### src/rtl/piso_shift_tx.sv
// Parallel-in/serial-out transmitter: valid/ready word load, one bit per shift_en tick.
// Optional macro PIS_SHIFT_TX_PARITY_EN appends an even-parity bit after the data bits.
module piso_shift_tx #(
  parameter int unsigned WIDTH      = 8,
  parameter bit          MSB_FIRST  = 1'b1,
  parameter logic        IDLE_LEVEL = 1'b0
) (
  input  logic                         Clk,
  input  logic                         reset,
  input  logic [WIDTH-1:0]             data_in,
  input  logic                         load_valid,
  output logic                         load_ready,
  input  logic                         shift_en,
  output logic                         sout,
  output logic                         busy,
  output logic                         done,
  output logic [$clog2(WIDTH+1)-1:0]   bit_cnt
);

  localparam int unsigned CNT_W = $clog2(WIDTH + 1);

`ifdef PIS_SHIFT_TX_PARITY_EN
  typedef enum logic [1:0] {IDLE = 2'd0, SHIFT = 2'd1, PAR = 2'd2} state_e;
`else
  typedef enum logic [1:0] {IDLE = 2'd0, SHIFT = 2'd1} state_e;
`endif

  state_e             state_q, state_d;
  logic [WIDTH-1:0]   sreg_q, sreg_d;
  logic               sout_q, sout_d;
  logic               busy_q, busy_d;
  logic               done_q, done_d;
  logic [CNT_W-1:0]   bit_cnt_q, bit_cnt_d;
`ifdef PIS_SHIFT_TX_PARITY_EN
  logic               parity_q, parity_d;
`endif

  logic               accept;
  logic               last_bit;
  logic               first_bit;
  logic [WIDTH-1:0]   sreg_shift;
  logic               next_bit;

  assign load_ready = (state_q == IDLE) && !reset;
  assign accept     = load_valid && load_ready;
  assign last_bit   = (bit_cnt_q == CNT_W'(WIDTH - 1));
  assign first_bit  = MSB_FIRST ? data_in[WIDTH-1] : data_in[0];
  // The bit to be sent next always sits at the outgoing end of the register.
  assign sreg_shift = MSB_FIRST ? {sreg_q[WIDTH-2:0], 1'b0} : {1'b0, sreg_q[WIDTH-1:1]};
  assign next_bit   = MSB_FIRST ? sreg_shift[WIDTH-1] : sreg_shift[0];

  // State register
  always_ff @(posedge Clk) begin
    if (reset) begin
      state_q <= IDLE;
    end else begin
      state_q <= state_d;
    end
  end

  // Next-state logic
  always_comb begin
    state_d = state_q;
    case (state_q)
      IDLE:  if (accept) state_d = SHIFT;
`ifdef PIS_SHIFT_TX_PARITY_EN
      SHIFT: if (shift_en && last_bit) state_d = PAR;
      PAR:   if (shift_en) state_d = IDLE;
`else
      SHIFT: if (shift_en && last_bit) state_d = IDLE;
`endif
      default: state_d = IDLE;
    endcase
  end

  // Datapath and registered-output next values
  always_comb begin
    sreg_d    = sreg_q;
    sout_d    = sout_q;
    busy_d    = busy_q;
    done_d    = 1'b0;
    bit_cnt_d = bit_cnt_q;
`ifdef PIS_SHIFT_TX_PARITY_EN
    parity_d  = parity_q;
`endif
    case (state_q)
      IDLE: begin
        if (accept) begin
          sreg_d    = data_in;
          sout_d    = first_bit;
          busy_d    = 1'b1;
          bit_cnt_d = '0;
`ifdef PIS_SHIFT_TX_PARITY_EN
          parity_d  = ^data_in;
`endif
        end
      end
      SHIFT: begin
        if (shift_en) begin
          if (!last_bit) begin
            sreg_d    = sreg_shift;
            sout_d    = next_bit;
            bit_cnt_d = bit_cnt_q + CNT_W'(1);
          end else begin
`ifdef PIS_SHIFT_TX_PARITY_EN
            sout_d    = parity_q;
            bit_cnt_d = CNT_W'(WIDTH);
`else
            sout_d    = IDLE_LEVEL;
            busy_d    = 1'b0;
            bit_cnt_d = '0;
            done_d    = 1'b1;
`endif
          end
        end
      end
`ifdef PIS_SHIFT_TX_PARITY_EN
      PAR: begin
        if (shift_en) begin
          sout_d    = IDLE_LEVEL;
          busy_d    = 1'b0;
          bit_cnt_d = '0;
          done_d    = 1'b1;
        end
      end
`endif
      default: begin
        sout_d    = IDLE_LEVEL;
        busy_d    = 1'b0;
        bit_cnt_d = '0;
      end
    endcase
  end

  // Datapath and output registers
  always_ff @(posedge Clk) begin
    if (reset) begin
      sreg_q    <= '0;
      sout_q    <= IDLE_LEVEL;
      busy_q    <= 1'b0;
      done_q    <= 1'b0;
      bit_cnt_q <= '0;
`ifdef PIS_SHIFT_TX_PARITY_EN
      parity_q  <= 1'b0;
`endif
    end else begin
      sreg_q    <= sreg_d;
      sout_q    <= sout_d;
      busy_q    <= busy_d;
      done_q    <= done_d;
      bit_cnt_q <= bit_cnt_d;
`ifdef PIS_SHIFT_TX_PARITY_EN
      parity_q  <= parity_d;
`endif
    end
  end

  assign sout    = sout_q;
  assign busy    = busy_q;
  assign done    = done_q;
  assign bit_cnt = bit_cnt_q;

endmodule

### config.mk
export PLATFORM = sky130hd
export DESIGN_NAME = piso_shift_tx
export DESIGN_NICKNAME = d
export VERILOG_FILES = /design/src/rtl/piso_shift_tx.sv
export SDC_FILE = /design/constraint.sdc
export NUM_CORES = 1
export LEC_CHECK = 0
export CAP_MARGIN = 10
export CORE_MARGIN = 10
export CORE_UTILIZATION = 59
export DETAILED_ROUTE_END_ITERATION = 8
export DONT_BUFFER_PORTS = 1
export GPL_TIMING_DRIVEN = 1
export PLACE_DENSITY = 0.8
export SLEW_MARGIN = 20
export SYNTH_ARGS = -nofsm -noshare
export SYNTH_HDL_FRONTEND = slang
export SYNTH_SLANG_ARGS = --single-unit
### constraint.sdc
create_clock -name Clk -period 1.9 [get_ports Clk]
set_clock_uncertainty 0.05 [all_clocks]
set_input_delay 0.57 -clock Clk [delete_from_list [all_inputs] [get_ports Clk]]
set_output_delay 0.57 -clock Clk [all_outputs]
set_load 0.005 [all_outputs]
==> run_results.csv, run 1 <==
group,metric,value,unit
grt,grt_use_total,0.105,
clocking,ctsLongestPathBuffers,2,
clocking,cts_resized,0,
min_path,hp-class,"primary input to register",
power_and_ir_drop,total_power,616,uW
final_layout,syn_to_final_growth,6.58,%
power_and_ir_drop,p_per_area,724,mW/mm^2
synth,ys_warn_count,0,
synth,synth-edff-count,0,
grt,grt_use_met3,0.0562,
routing,drt_iter0_drc,7,
timing,hold_viol_final,0,
floorplanning,pin_count,20,
final_layout,postLayoutCoreUtil,0.662,
power_and_ir_drop,power_clock,182,uW
final_layout,mi_logic_area,464,um^2
timing,drv_slew,0,
worst_setup_path,slowest_delay,500,ps
placed_design,portBuffers,0,
placed_design,place_congestion,0.874,
final_layout,final_area,851,um^2
final_layout,comb_area_frac,0.546,
synth,synth_flop_count,15,
timing,setup_viol,0,
timing,slew_headroom,0.803,
clocking,post_cts_buffers,0,
placed_design,dpl-instance-area,825,um^2
routing,wl_per_cell,15.5,um
worst_setup_path,r2r_start,"bit_cnt[1]",
synth,largest_area_cell,"dfxtp_1",
worst_setup_path,critPathCaptureType,"output port",
routing,wirelength,1590,um
final_layout,antenna_cells,0,
power_and_ir_drop,p_leak,0.000329,uW
floorplanning,rows,13,
power_and_ir_drop,p_sw,151,uW
clocking,cts_buffers,3,
synth,ys_sh_aoi,0.127,
synth,post_synth_num_cell_types,29,
final_layout,final_cells,103,
final_layout,regArea,300,um^2
routing,drt_pass1_iterations,4,
run,maxCapViolCount,0,
final_layout,logic_gates,63,
placed_design,place_ws,222,ps
final_layout,drive_gt1_frac,0.239,
worst_setup_path,cp_top_family,"flip-flops",
grt,grt_pass1_vias,555,
synth,postSynthCellCount,84,
placed_design,dp.cells,99,
final_layout,signal_buffers,5,
floorplanning,die_x,56.8,um
synth,fa_ha_area_frac,0.0157,
floorplanning,core_util_floorplan,0.621,
synth,synth_nets,97,
power_and_ir_drop,ir_drop,530,uV
grt,antenna_found_initial,0,
worst_setup_path,r2r-end,"sreg_q[4]",
power_and_ir_drop,clockPowerShare,0.296,
routing,vias,608,
worst_setup_path,reg2regPathDepth,4,
worst_setup_path,slowest_stage,"dfxtp_1",
grt,grt_max_degree,24,
synth,yosys-stat-area,798,um^2
timing,tightest_slew,295,ps
clocking,cts_tree,"yes",
grt,grt_util_met1,0.118,
power_and_ir_drop,maxPowerGroup,"registers",
worst_setup_path,crit_chain,"buf_4 -> nor2_1",
final_layout,clk_share,0.0309,
worst_setup_path,crit_end,"load_ready",
power_and_ir_drop,comb_power,86.4,uW
timing,hold_ws,292,ps
final_layout,largest_reg_flops,7,
synth,synth_top_cell_by_count,"dfxtp_1",
synth,synth-xor-area-share,0,
power_and_ir_drop,switching_share,0.245,
worst_setup_path,criticalPathCategory,"register to output port",
synth,syn_avg_cell_area,9.50,um^2
clocking,ctsHoldBuffers,0,
timing,grt_setup_unrepaired,"false",
synth,async_reset_ff_frac,0,
routing,wl_met2,716,um
power_and_ir_drop,pwr-share-seq,0.564,
clocking,htree_num_levels,1,
run,warnings,26,
synth,yosys_most_used_dff,"dfxtp_1",
synth,synthesis.area,798,um^2
final_layout,largestClassByArea,"multi-input combinational cells",
power_and_ir_drop,seq-power,347,uW
timing,timing.final.crit_share,0.890,
floorplanning,taps,15,
routing,vias_per_cell,5.90,
min_path,worst_hold_startpoint,"reset",
routing,ant_nets,0,
run_status,status,"finished, final reports clean",
timing,tns,0,ps
grt,grt_pass1_wl,2680,um
worst_setup_path,critical_path.startpoint_type,"register",
final_layout,largest_register,"sreg_q",
timing,layout_setup_ws,209,ps
final_layout,inv_count,1,
worst_setup_path,cp_max_fo,8,
floorplanning,dieArea,0.00322,mm^2
clocking,clock_latency,280,ps
min_path,hold_path_depth,1,
power_and_ir_drop,p_comb_frac,0.140,
final_layout,lay_top_count,"dfxtp_1",
grt,grt_overflow,0,
synth,ys_sh_mux,0.187,
floorplanning,die_h,56.8,um
routing,dr_wl_met3,144,um
final_layout,nNetsFinal,102,
worst_setup_path,r2r_setup_slack,220,ps
synth,yosys-top-cells-area,"dfxtp_1, mux2_2, mux2i_1",
min_path,hold_path_end,"bit_cnt[1]",
worst_setup_path,worst-endpoint-required,1280,ps
worst_setup_path,timing.critical_path.buf_inv,1,
synth,common_cells,"dfxtp_1, nor2_1, a21oi_1, mux2_2, mux2i_1",
timing,finalCriticalPeriod,1690,ps
final_layout,ff_count,15,
final_layout,clkbuf_count,4,
placed_design,post-dp-hpwl,1220,um
grt,grt_use_met2,0.157,
routing,met1_length,703,um
final_layout,seq_area_frac,0.353,
synth,yosysCellCount,84,
routing,route.detailed.drc,0,
final_layout,final-nonclk-buf-share,0.0441,
final_layout,fillCellCount,116,
clocking,path_clk_slew,90,ps
clocking,clock_sinks,15,
grt,grt.busiest_layer,"met2",
routing,routed.top_layer,"met4",
worst_setup_path,crit_cells,2,
synth,top_cell_area_share,0.376,
synth,ys_seq_frac,0.376,
final_layout,final_cell_mix,"dfxtp_1, nor2_1, mux2i_1, mux2_2, a21oi_1",
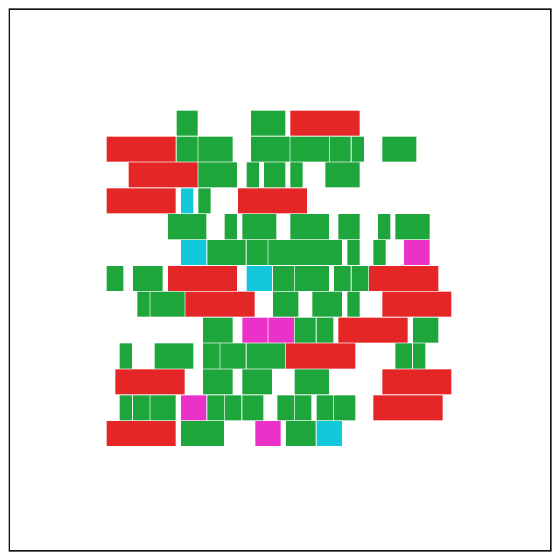
Run 1: placed cells, one color a class
color	class	cells	share of their area
cyan	clock drivers and dummy loads	4	3.2%
green	remaining logic cells	64	56%
magenta	remaining buffers and delay cells	5	4.5%
red	sequential cells	15	36%

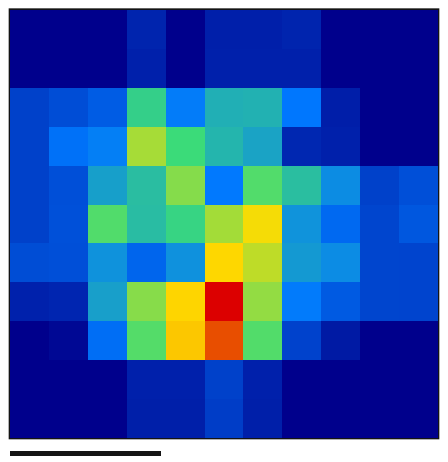
Run 1: wire density map
The bar under the picture is 20 um long. The die is cut into 11 by 11 equal tiles; dark blue is low, red is high, scaled to the fullest tile. Values are wire area over tile area, all layers added.
mean over tiles	0.082
emptiest ninth of the die	upper right
densest ninth of the die	center
fullest tile	0.40
tiles over half the peak	13%

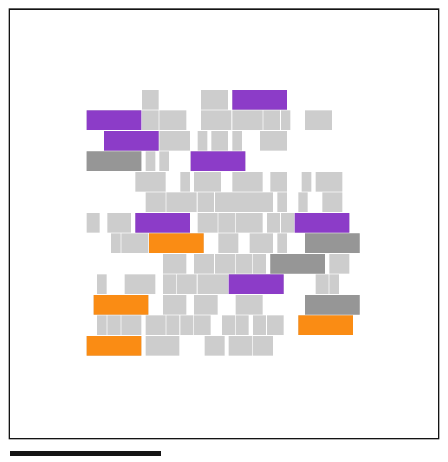
Run 1: where the registers sit
The bar under the picture is 20 um long. Other sequential cells in the stronger gray, the rest of the logic in the fainter gray.
color	signal	flops
orange	`bit_cnt`	4
purple	`sreg_q`	7

==> run 1 -> run 2 <==
--- a/config.mk
+++ b/config.mk
@@ -5,13 +5,14 @@
 export SDC_FILE = /design/constraint.sdc
 export NUM_CORES = 1
 export LEC_CHECK = 0
+export ABC_AREA = 1
 export CAP_MARGIN = 10
-export CORE_MARGIN = 10
-export CORE_UTILIZATION = 59
+export CORE_AREA = 10 10 47 49
 export DETAILED_ROUTE_END_ITERATION = 8
+export DIE_AREA = 0 0 57 59
 export DONT_BUFFER_PORTS = 1
 export GPL_TIMING_DRIVEN = 1
-export PLACE_DENSITY = 0.8
+export PLACE_DENSITY = 0.76
 export SLEW_MARGIN = 20
 export SYNTH_ARGS = -nofsm -noshare
 export SYNTH_HDL_FRONTEND = slang
==> run 2 against run 1 <==
Maximum frequency grew 12%. Register-to-register slack gained 230 ps. Total power shrank 1.3%. Final cell count grew 24%. Synthesized area shrank 7.5%. Die size grew 4.3%. Sequential share of layout area grew 4.0 points. Global-route usage shrank 1.4 points. Via count grew 8.9%. Critical endpoint unchanged. Combinational power shrank 3.4%. Critical path depth shrank 1.
==> run_results.csv, run 2 <==
group,metric,value,unit
timing,setup_viol,0,
worst_setup_path,critPathCaptureType,"output port",
synth,postSynthCellCount,111,
final_layout,clkbuf_count,4,
synth,yosys-top-cells-area,"dfxtp_1, nand2_1, nand3_1",
routing,routed.top_layer,"met3",
synth,syn_avg_cell_area,6.65,um^2
final_layout,final-nonclk-buf-share,0.00982,
synth,synth_nets,124,
routing,route.detailed.drc,0,
power_and_ir_drop,p_sw,161,uW
worst_setup_path,slowest_delay,380,ps
power_and_ir_drop,clockPowerShare,0.295,
placed_design,dp.cells,124,
synth,common_cells,"nand2_1, dfxtp_1, nand3_1",
floorplanning,pin_count,20,
grt,grt_max_degree,22,
final_layout,nNetsFinal,126,
power_and_ir_drop,ir_drop,448,uV
worst_setup_path,critical_path.startpoint_type,"register",
timing,grt_setup_unrepaired,"false",
clocking,cts_resized,0,
floorplanning,die_h,59,um
placed_design,place_congestion,0.803,
min_path,hold_path_depth,1,
timing,layout_setup_ws,384,ps
final_layout,largestClassByArea,"multi-input combinational cells",
synth,synth-xor-area-share,0,
clocking,cts_tree,"yes",
timing,slew_headroom,0.813,
clocking,clock_latency,280,ps
routing,drt_iter0_drc,16,
min_path,worst_hold_startpoint,"reset",
synth,yosys_most_used_dff,"dfxtp_1",
min_path,hold_path_end,"busy",
routing,vias_per_cell,5.17,
routing,wl_per_cell,12.3,um
final_layout,comb_area_frac,0.483,
run,maxCapViolCount,0,
run,warnings,26,
placed_design,post-dp-hpwl,1140,um
placed_design,portBuffers,0,
final_layout,antenna_cells,0,
synth,synth_flop_count,15,
grt,antenna_found_initial,0,
final_layout,syn_to_final_growth,3.56,%
final_layout,regArea,300,um^2
clocking,path_clk_slew,80,ps
clocking,ctsLongestPathBuffers,2,
grt,grt_use_met2,0.141,
clocking,cts_buffers,3,
final_layout,seq_area_frac,0.393,
synth,ys_sh_mux,0,
power_and_ir_drop,comb_power,83.5,uW
power_and_ir_drop,p_comb_frac,0.137,
worst_setup_path,worst-endpoint-required,1280,ps
worst_setup_path,r2r_start,"bit_cnt[0]",
timing,tightest_slew,279,ps
synth,ys_sh_aoi,0.119,
worst_setup_path,r2r-end,"sreg_q[2]",
min_path,hp-class,"primary input to register",
grt,grt_use_total,0.0908,
routing,wl_met2,722,um
power_and_ir_drop,p_per_area,795,mW/mm^2
final_layout,drive_gt1_frac,0.0625,
placed_design,dpl-instance-area,738,um^2
final_layout,signal_buffers,1,
final_layout,logic_gates,81,
synth,post_synth_num_cell_types,16,
worst_setup_path,r2r_setup_slack,450,ps
timing,tns,0,ps
grt,grt_pass1_vias,604,
clocking,post_cts_buffers,0,
worst_setup_path,slowest_stage,"dfxtp_1",
routing,met1_length,704,um
worst_setup_path,cp_top_family,"flip-flops",
final_layout,final_cell_mix,"nand2_1, dfxtp_1, nand3_1, nor2_1, a21oi_1",
clocking,htree_num_levels,1,
power_and_ir_drop,switching_share,0.265,
final_layout,final_area,764,um^2
floorplanning,rows,14,
synth,synthesis.area,738,um^2
power_and_ir_drop,seq-power,345,uW
synth,largest_area_cell,"dfxtp_1",
synth,synth_top_cell_by_count,"nand2_1",
run_status,status,"finished, final reports clean",
power_and_ir_drop,total_power,608,uW
floorplanning,taps,16,
final_layout,mi_logic_area,369,um^2
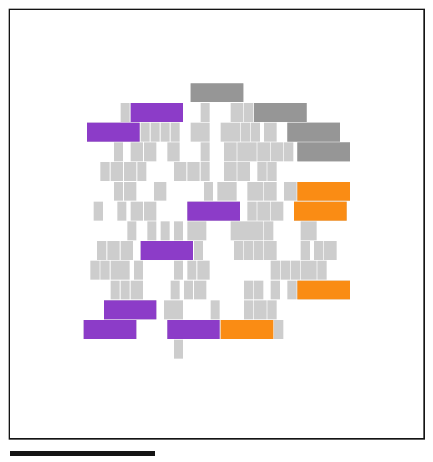
Run 2: where the registers sit
The bar under the picture is 20 um long. Other sequential cells in the stronger gray, the rest of the logic in the fainter gray.
color	signal	flops
purple	`sreg_q`	7
orange	`bit_cnt`	4
not colored	4

==> run 2 -> run 3 <==
==> constraint.sdc (replaced) <==
create_clock -name Clk -period 1.59 [get_ports Clk]
set_clock_uncertainty 0.05 [all_clocks]
set_input_delay 0.477 -clock Clk [delete_from_list [all_inputs] [get_ports Clk]]
set_output_delay 0.477 -clock Clk [all_outputs]
set_load 0.005 [all_outputs]
==> run 3 against run 2 <==
Wire length is 3.9% higher. Clock power increased by 22%. Synthesized area is the same. Critical path type unchanged. Critical path depth up 1. Synthesized cell count unchanged. Setup slack worse by 270 ps. Die size stayed put. Sequential cell count stayed put.
==> run_results.csv, run 3 <==
group,metric,value,unit
timing,tightest_slew,282,ps
min_path,hp-class,"primary input to register",
timing,tns,0,ps
routing,wl_per_cell,12.5,um
final_layout,nNetsFinal,129,
synth,yosys-top-cells-area,"dfxtp_1, nand2_1, nand3_1",
clocking,post_cts_buffers,0,
run,warnings,26,
final_layout,clkbuf_count,4,
synth,postSynthCellCount,111,
synth,largest_area_cell,"dfxtp_1",
placed_design,dpl-instance-area,761,um^2
final_layout,signal_buffers,4,
worst_setup_path,worst-endpoint-required,1060,ps
worst_setup_path,critPathCaptureType,"output port",
power_and_ir_drop,total_power,736,uW
routing,vias_per_cell,5.36,
floorplanning,rows,14,
routing,wl_met2,733,um
worst_setup_path,slowest_delay,370,ps
clocking,ctsLongestPathBuffers,2,
timing,setup_viol,0,
synth,ys_sh_aoi,0.119,
routing,route.detailed.drc,0,
synth,common_cells,"nand2_1, dfxtp_1, nand3_1",
power_and_ir_drop,p_comb_frac,0.146,
min_path,worst_hold_startpoint,"reset",
final_layout,syn_to_final_growth,6.61,%
worst_setup_path,cp_top_family,"flip-flops",
power_and_ir_drop,ir_drop,486,uV
power_and_ir_drop,p_sw,198,uW
grt,grt_max_degree,22,
synth,synth-xor-area-share,0,
clocking,path_clk_slew,90,ps
floorplanning,die_h,59,um
synth,ys_sh_mux,0,
clocking,cts_resized,0,
routing,drt_iter0_drc,9,
run_status,status,"finished, final reports clean",
final_layout,mi_logic_area,369,um^2
grt,grt_use_met2,0.157,
placed_design,place_congestion,0.882,
synth,synth_flop_count,15,
timing,layout_setup_ws,111,ps
final_layout,antenna_cells,0,
placed_design,portBuffers,0,
final_layout,final-nonclk-buf-share,0.0382,
run,maxCapViolCount,0,
synth,synth_nets,124,
grt,grt_pass1_vias,667,
final_layout,comb_area_frac,0.469,
power_and_ir_drop,comb_power,107,uW
synth,synthesis.area,738,um^2
clocking,htree_num_levels,1,
placed_design,dp.cells,127,
grt,antenna_found_initial,0,
timing,grt_setup_unrepaired,"false",
clocking,cts_buffers,3,
clocking,cts_tree,"yes",
worst_setup_path,critical_path.startpoint_type,"register",
placed_design,post-dp-hpwl,1280,um
routing,met1_length,709,um
power_and_ir_drop,switching_share,0.269,
power_and_ir_drop,p_per_area,935,mW/mm^2
worst_setup_path,r2r_start,"bit_cnt[0]",
final_layout,largestClassByArea,"multi-input combinational cells",
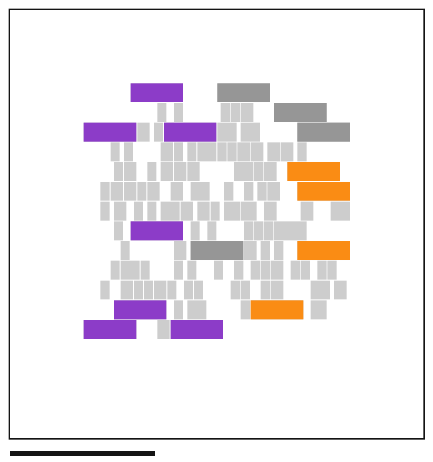
Run 3: where the registers sit
The bar under the picture is 20 um long. Other sequential cells in the stronger gray, the rest of the logic in the fainter gray.
Core Util, Final: 0.562
fraction of area in registers: 0.382
P_seq: 410 uW
register area: 300 um^2

Power figures rest on the tool's default switching activity, not on a simulated workload.
